==> images/layer_met1.png <==
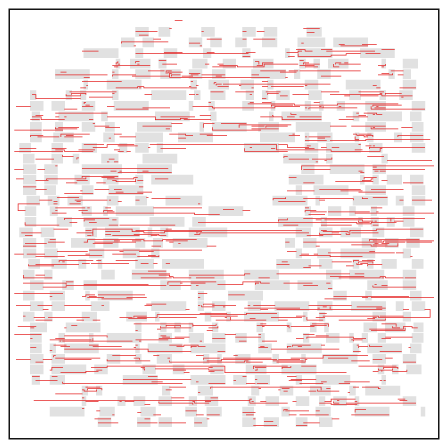
==> images/layer_met2.png <==
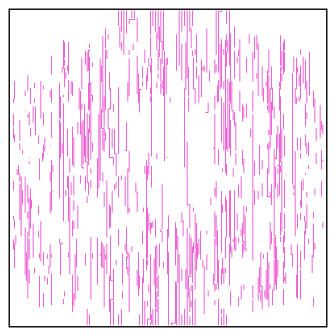
==> images/layer_met3.png <==
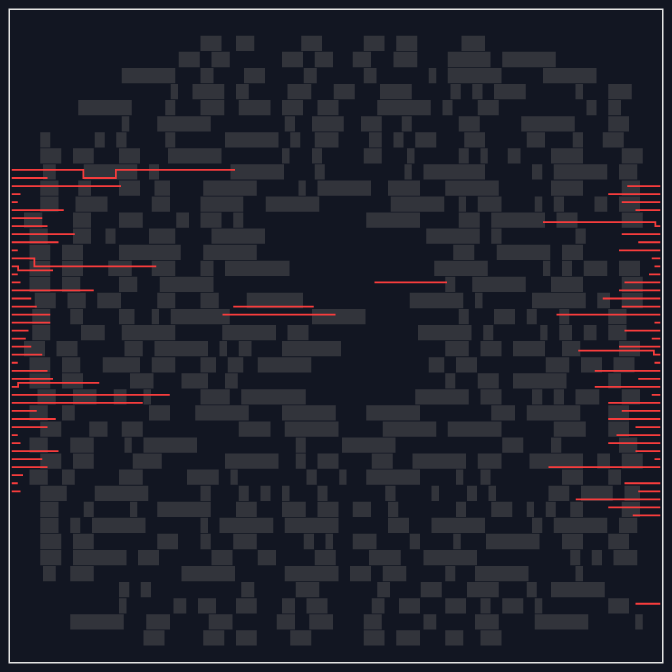
==> config.mk <==
export PLATFORM = sky130hd
export DESIGN_NAME = sram_array_ctrl
export DESIGN_NICKNAME = d
export VERILOG_FILES = /design/src/rtl/sram_ctrl_pkg.sv /design/src/rtl/sram_init_seq.sv /design/src/rtl/sram_array_ctrl.sv
export SDC_FILE = /design/constraint.sdc
export NUM_CORES = 1
export LEC_CHECK = 0
export CAP_MARGIN = 20
export CELL_PAD_IN_SITES_DETAIL_PLACEMENT = 2
export CELL_PAD_IN_SITES_GLOBAL_PLACEMENT = 2
export CORE_MARGIN = 2
export CORE_UTILIZATION = 27
export DETAILED_ROUTE_END_ITERATION = 8
export GPL_TIMING_DRIVEN = 0
export PLACE_DENSITY = 0.85
export REMOVE_ABC_BUFFERS = 1
export SETUP_SLACK_MARGIN = 0.02
export SYNTH_ARGS = -nofsm -noshare
export SYNTH_HDL_FRONTEND = slang
export SYNTH_HIERARCHICAL = 1
export SYNTH_SLANG_ARGS = --single-unit
==> constraint.sdc <==
create_clock -name clock -period 2.96 [get_ports clock]
set_clock_uncertainty 0.2 [all_clocks]
set_input_delay 0.74 -clock clock [delete_from_list [all_inputs] [get_ports clock]]
set_output_delay 0.74 -clock clock [all_outputs]
set_load 0.05 [all_outputs]
==> qor.tcl <==
set qor(insertion_delay_ns) 0.32
set qor(design.final.nets) 462
set qor(die-area_um2) 12180
set qor(final.period_utilization_pct) 96.76
set qor(syn-cell-area_um2) 3055
set qor(maxCapViolCount) 0
set qor(place_hpwl_mm) 6.446
set qor(netlist.area_leader.share_pct) 49.14
set qor(timing.slew.headroom_pct) 46.46
set qor(coreArea_um2) 10940
set qor(maxUsedRoutingLayer) {met3}
set qor(drt_iter0_drc) 36
set qor(clock_tree.htree_level_count) 3
set qor(post_synth_fa_ha_maj_area_fraction_pct) 0.8190
set qor(largest_net_degree_at_the_start_of_global_routing) 61
set qor(postCtsHoldBufs) 0
set qor(detail_route.wl_per_cell_um) 17.77
set qor(synth_simple_gate_area_share_pct) 11.75
set qor(endpoint_arrival_time_on_the_critical_path_ns) 1.92
set qor(gp_congestion) 0.7087
set qor(worst_setup_path_category) {in -> out}
set qor(drv_slew) 0
set qor(numCtsBuffers) 9
set qor(drive_above_1_share_pct) 23.00
set qor(ff2ff_path_depth) 3
set qor(yosys-top-cells-area) {dfrtp_1 49%, mux2_4 8.4%, a21oi_1 8.2%}
set qor(fp.dieH_um) 110.4
set qor(required_ns) 2.02
set qor(final_antenna_net_count) 0
set qor(synth_stat.cells) 270
set qor(global_route.peak_usage_layer) {met2}
set qor(cp_num_cells) 3
set qor(cpMaxStageDelayCell) {dlygate4sd2_1}
set qor(syn_inst) 270
set qor(detailroute.wirelength.met3_um) 615
set qor(muxShareOfSynthArea_pct) 22.07
set qor(vias_in_the_first_global_route) 2862
set qor(grt_first_pass_wirelength_mm) 15.43
set qor(drt-pass1-iter-count) 4
set qor(hold_viol) 0
set qor(crit_buf_inv) 2
set qor(synthesized_area_per_cell_um2) 11.32
set qor(detail_route.wirelength.met1_mm) 4.144
set qor(status) {completed}
set qor(route.met2.wl_mm) 4.836
set qor(mostFrequentLayoutCells) {65 x clkdlybuf4s50_1, 57 x dfrtp_1, 50 x a21oi_1, 35 x dlygate4sd2_1, 26 x and2_1}
set qor(crit_path_start_kind) {input pin}
set qor(fp-utilization_pct) 27.94
set qor(irDropWorstVdd_mv) 0.2910
set qor(setup_violations) 0
set qor(post-place-ws_ns) -0.8834
set qor(gr-usage-all-layers_pct) 16.97
set qor(ys_chip_area_um2) 3055
set qor(worstMarginPinSlew_ns) 0.8032
set qor(ys_sh_aoi_pct) 8.722
set qor(layout.cells.most_common) {clkdlybuf4s50_1}
set qor(timing.fmax_mhz) 349.2
set qor(cts_root_buf) {clkbuf_16}
set qor(worst_setup_path_end_kind) {primary output}
set qor(floorplan.rows) 38
set qor(ys.warnings.count) 6
set qor(synth-xor-area-share_pct) 2.293
set qor(port-buffer-count) 130
set qor(grt_antenna_before_repair) 0
set qor(synth_seq_share_pct) 49.14
set qor(worst_hold_path_cells) 1
set qor(max_buffers_root_to_sink) 2
set qor(synth_area_leader_cell) {dfrtp_1}
set qor(postLayoutCoreUtil_pct) 43.65
About layer_met1.png:
share of all routed wire: 43%
nets with wire on the layer: 397
longest straight run: 55.7 um
Vias: 2503
met1 global-route usage: 21.02%
routed wire length: 9.596 mm

About layer_met2.png:
share of all routed wire: 50%
main direction: vertical
GR Util met2: 29.45%

About layer_met3.png:
nets with wire on the layer: 83
main direction: horizontal
wire length on this layer: 615 um
share of all routed wire: 6.4%
grt met3 use: 4.527%

## power by group
part / internal (mW) / total (mW) / switching (mW) / leakage [nW]
Clock: 0.734 / 1.09 / 0.356 / 0.150
Combinational: 0.310 / 0.821 / 0.511 / 1.18
Sequential: 0.930 / 0.985 / 0.0543 / 0.689
Total: 1.97 / 2.90 / 0.922 / 2.02
## cells in the mapped netlist
cell type / instances
nand3_1: 1
or2_2: 2
nand4_1: 2
nor2_1: 25
a31o_2: 1
dfrtp_1: 60
and2_2: 1
clkbuf_1: 7
and3_1: 1
o31ai_1: 1
buf_2: 1
mux2i_1: 25
and2_1: 26
buf_4: 9
xnor2_1: 7
xor2_1: 1
buf_1: 3
ha_1: 2
nand2b_1: 1
mux2_2: 15
nand2_1: 2
nand2b_4: 1
mux2_4: 17
nand3_4: 1
nor2b_4: 1
a21oi_1: 50
inv_1: 3
conb_1: 1
buf_6: 3
## repair_timing
| action | CTS | global route |
|---|---|---|
| pin swaps | 1 | 0 |
| setup endpoints to repair | 64 | 12 |
| buffers inserted | 2 | 2 |
| gates cloned | 1 | 0 |
| gates resized | 114 | 12 |
## stage by stage
step	hold slack, ns	cell area, um^2	instances	power (mW)	TNS, ns
2_1_floorplan	0.2444	2912	247	1.493	-8.693
3_3_place_gp	0.2859	4388	517	1.828	-105.99
3_5_place_dp	0.2976	4436	519	1.859	-12.96
4_1_cts	0.3093	4777	538	2.951	0
5_1_grt	0.3332	4773	540	3.045	0
6_report	0.3119	4773	540	2.896	0
## area by class of cell
class	count	area (um^2)
clock inverters	5	77.57
inverters	3	11.26
fillers	1139	6162
flip-flops and latches	60	1510
clock buffers	11	232.7
well taps	140	175.2
repair buffers	136	1358
multi-input cells	185	1409
No activity file was given, so power comes from the tool's default toggle rates.
